Congestion heat map:
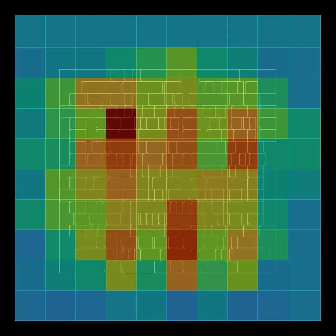
Close-up of the layout:
Region (20, 34) to (50, 64) um. Cells in grey, sequential cells in the stronger grey; small squares are vias.
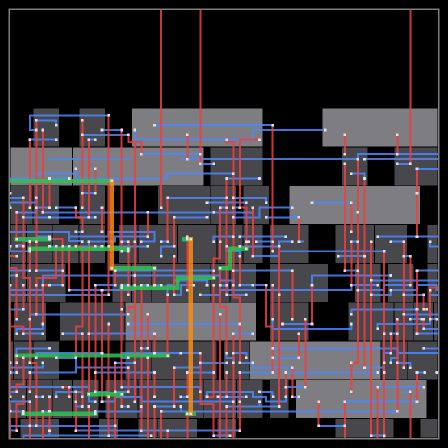
Gate families picked out:
Drawn at 6 px/um.
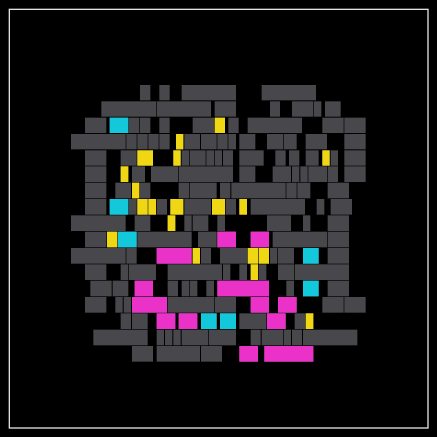
===== src/rtl/stv_gray_sweep_ctrl.sv =====
//------------------------------------------------------------------------------
// stv_gray_sweep_ctrl
//
// Presents a bounded sequence of gray-code values, one per unstalled cycle,
// starting from a commanded value and stepping up or down. At the ends of
// the range the count either wraps (modulo 2^WIDTH) or, in bounce mode,
// reverses direction. Completion is marked by a one-cycle done pulse.
//
// Parameters
//   WIDTH     gray count width (>= 2)
//   LEN_W     sweep-length field width
//   INIT_VAL  reset value of count (raw gray code)
//
// Ports
//   clk          sole clock, rising edge
//   arst         asynchronous active-high reset
//   cmd_valid    sweep command offered (accepted only in IDLE)
//   cmd_ready    controller is IDLE and can accept a command
//   cmd_start    first value to present (gray code)
//   cmd_len      number of values to present (0 = complete immediately)
//   cmd_down     initial direction, 1 = down
//   cmd_bounce   reverse at range ends instead of wrapping
//   stall        hold everything this cycle while running
//   abort        terminate the active sweep (no done pulse)
//   count        current value (gray code), straight from a register
//   count_valid  count is a presented sweep value this cycle
//   wrap_evt     the step taken this cycle wraps the range
//   busy         controller is not IDLE
//   done         one-cycle sweep-complete pulse
//------------------------------------------------------------------------------
module stv_gray_sweep_ctrl #(
    parameter int WIDTH    = 5,
    parameter int LEN_W    = 8,
    parameter int INIT_VAL = 0
) (
    input  logic             clk,
    input  logic             arst,
    input  logic             cmd_valid,
    output logic             cmd_ready,
    input  logic [WIDTH-1:0] cmd_start,
    input  logic [LEN_W-1:0] cmd_len,
    input  logic             cmd_down,
    input  logic             cmd_bounce,
    input  logic             stall,
    input  logic             abort,
    output logic [WIDTH-1:0] count,
    output logic             count_valid,
    output logic             wrap_evt,
    output logic             busy,
    output logic             done
);

    typedef enum logic [1:0] {
        S_IDLE,
        S_RUN,
        S_DONE
    } state_t;

    localparam logic [WIDTH-1:0] INIT_G  = WIDTH'(INIT_VAL);
    // Gray code of binary all-ones is a single MSB set.
    localparam logic [WIDTH-1:0] UP_WRAP = {1'b1, {(WIDTH-1){1'b0}}};
    localparam logic [WIDTH-1:0] DN_WRAP = '0;

    state_t           r_state;
    logic [WIDTH-1:0] r_count;
    logic [LEN_W-1:0] r_remaining;
    logic             r_dir;
    logic             r_bounce;

    logic [WIDTH-1:0] w_bin;
    logic [WIDTH-1:0] w_bin_next;
    logic [WIDTH-1:0] w_gray_next;
    logic             w_at_wrap;
    logic             w_flip;
    logic             w_dir_eff;
    logic             w_present;
    logic             w_more;
    logic             w_step;

    function automatic logic [WIDTH-1:0] gray2bin(input logic [WIDTH-1:0] g);
        logic [WIDTH-1:0] b;
        b = g;
        for (int unsigned k = 1; k < WIDTH; k++) begin
            b = b ^ (g >> k);
        end
        return b;
    endfunction

    function automatic logic [WIDTH-1:0] bin2gray(input logic [WIDTH-1:0] b);
        return b ^ (b >> 1);
    endfunction

    //--------------------------------------------------------------------------
    // Step datapath
    //--------------------------------------------------------------------------
    always_comb begin
        w_bin     = gray2bin(r_count);
        w_at_wrap = r_dir ? (r_count == DN_WRAP) : (r_count == UP_WRAP);
        // In bounce mode, leaving a wrap point reverses direction and the step
        // is taken in the new direction within the same cycle.
        w_flip    = r_bounce & w_at_wrap;
        w_dir_eff = r_dir ^ w_flip;
        if (w_dir_eff) begin
            w_bin_next = w_bin - WIDTH'(1);
        end else begin
            w_bin_next = w_bin + WIDTH'(1);
        end
        w_gray_next = bin2gray(w_bin_next);
        w_present   = (r_state == S_RUN) & ~stall & ~abort;
        // The last presentation completes the sweep without stepping.
        w_more      = (r_remaining > LEN_W'(1));
        w_step      = w_present & w_more;
    end

    //--------------------------------------------------------------------------
    // Control FSM and state registers
    //--------------------------------------------------------------------------
    always_ff @(posedge clk or posedge arst) begin
        if (arst) begin
            r_state     <= S_IDLE;
            r_count     <= INIT_G;
            r_remaining <= '0;
            r_dir       <= 1'b0;
            r_bounce    <= 1'b0;
        end else begin
            case (r_state)
                S_IDLE: begin
                    // abort is ignored here; a command offered is accepted.
                    if (cmd_valid) begin
                        r_count     <= cmd_start;
                        r_remaining <= cmd_len;
                        r_dir       <= cmd_down;
                        r_bounce    <= cmd_bounce;
                        r_state     <= (cmd_len != '0) ? S_RUN : S_DONE;
                    end
                end

                S_RUN: begin
                    // abort outranks stall and completion; count is held.
                    if (abort) begin
                        r_state <= S_IDLE;
                    end else if (!stall) begin
                        r_remaining <= r_remaining - LEN_W'(1);
                        if (w_more) begin
                            r_count <= w_gray_next;
                            r_dir   <= w_dir_eff;
                        end else begin
                            r_state <= S_DONE;
                        end
                    end
                end

                S_DONE: begin
                    r_state <= S_IDLE;
                end

                default: begin
                    r_state <= S_IDLE;
                end
            endcase
        end
    end

    //--------------------------------------------------------------------------
    // Outputs
    //--------------------------------------------------------------------------
    assign count       = r_count;
    assign cmd_ready   = (r_state == S_IDLE);
    assign busy        = ~cmd_ready;
    assign count_valid = w_present;
    assign wrap_evt    = w_step & ~r_bounce & w_at_wrap;
    // An abort arriving in DONE swallows the completion pulse.
    assign done        = (r_state == S_DONE) & ~abort;

endmodule


===== config.mk =====
export PLATFORM = sky130hd
export DESIGN_NAME = stv_gray_sweep_ctrl
export DESIGN_NICKNAME = d
export VERILOG_FILES = /design/src/rtl/stv_gray_sweep_ctrl.sv
export SDC_FILE = /design/constraint.sdc
export NUM_CORES = 1
export LEC_CHECK = 0
export CORE_MARGIN = 10
export CORE_UTILIZATION = 54
export DETAILED_ROUTE_END_ITERATION = 8
export HOLD_SLACK_MARGIN = 0.02
export PLACE_DENSITY = 0.85
export SYNTH_ARGS = -nofsm -noshare
export SYNTH_HDL_FRONTEND = slang
export SYNTH_SLANG_ARGS = --single-unit

===== constraint.sdc =====
create_clock -name clk -period 8.6 [get_ports clk]
set_clock_uncertainty 0.05 [all_clocks]
set_input_delay 2.58 -clock clk [delete_from_list [all_inputs] [get_ports clk]]
set_output_delay 2.58 -clock clk [all_outputs]
set_load 0.02 [all_outputs]

==> deck_impl_summary.md <==
Key Metrics from the Run

Final layout
  – Number of logic gates: 113
  – NonClk Buf Share: 0.1771
  – Sequential cell area: 425.4 um2
  – Seq/total area: 0.2595
  – Flip-flop and latch count: 17
  – Max FFs per register: 8
  – # nets final: 206
  – Plain + repair buffers: 29
  – ClkCell Share: 0.01603
  – Comb/total area: 0.4939
  – Post-route insts no fill: 205
  – CLK BUF: 4
  – Commonest Layout Cell: clkdlybuf4s50_1

Worst setup path
  – CP Data Required Time: 5.97 ns
  – Worst-path fanout max: 4
  – Worst setup path start: abort
  – Most common cell on crit path: clkdlybuf4s50_1
  – Worst reg-to-reg setup slack: 5.40 ns
  – CP max stage cell: clkdlybuf4s50_1
  – CP bufs+invs: 2
  – Worst R2R Path Depth: 12
  – Crit. path cell count: 4
  – CP endpoint kind: output port

Clock network
  – CTS tree: built
  – Sink Count: 17
  – Clock Pin Slew Worst Setup and Hold Paths: 0.10 ns
  – Resized cells post-CTS: 0
  – H-tree levels: 1
  – Clock root buffer: clkbuf_4
  – Postcts setup bufs: 0
  – CTS Hold Buffers Added: 0
  – Clock buffer count from CTS: 3

Die
  – FP Core Util: 0.5822
  – Cell Rows: 17
  – Num ports: 30
  – Core area: 2276 um2
  – Die area: 4835 um2

Global route
  – Met1 global-route usage: 0.1696
  – Antenna violations before repair: 0
  – Total GRT Usage: 0.1287
  – Met2 Resource Use GR: 0.2016
  – Met3 global-route usage: 0.03709
  – GR Overflow Total: 0

STA
  – Setup ws final: 1.822 ns
  – Fmax: 0.1475 GHz
  – Rel. slew slack: 0.5502
  – TNS Setup: 0 ns
  – RSZ-0062 raised after global routing: false
  – Final worst-path cycle share: 0.7882
  – Worst Hold Margin: 0.4665 ns
  – Final Hold Viols: 0

Logic synthesis
  – Mapped cell area: 1325 um2
  – Avg Cell Area, Syn: 8.833 um2
  – Top cell area share: 0.3211
  – AND-OR/OR-AND Cells, Area Fraction: 0.2162
  – Dominant comb cell: AND-OR/OR-AND gates
  – Asr flop ratio synth: 1.000
  – Yosys chip area: 1325 um2
  – Cells after synthesis: 150
  – Synth area leader: dfrtp_1
  – Cell total in the yosys stat output: 150
  – Adder-cell share of the synthesized area: 0.08121

Hold path
  – Hold path start: r_remaining[6]
  – Worst Hold Endpoint: r_remaining[6]

Drt
  – Routed Antenna Nets: 0
  – Met1 WL: 1462 um
  – Met3 WL post-DR: 234 um
  – DRC: 0
  – DR vias/cell: 5.820
  – First-pass detailed-route iteration total: 4
  – Met2 Wirelength: 1406 um
  – Top routing layer used: met4

Placed design
  – Placed insts: 201
  – Dpl cell area: 1613 um2

Outcome
  – Status: finished, final reports clean

Job
  – Max Cap Viol: 0
  – OpenROAD warnings: 28
Back to the opening pictures, 'congestion heat map':
grt peak-use layer: met2
final core occ: 0.7202

Back to the opening pictures, 'close-up of the layout':
colour	layer
red	M2
green	M3
blue	M1
orange	M4
sequential cells in the window	7
most frequent	o21ai_0 (10), a21oi_1 (7), dfrtp_1 (7)
cells with their middle in the window	69
netlist names of flops here include	r_remaining (4), r_state (2)

Back to the opening pictures, 'gate families picked out':
colour	family	cells
magenta	xor and xnor cells	13
yellow	nand cells	19
cyan	non-inverting ao/oa cells	7

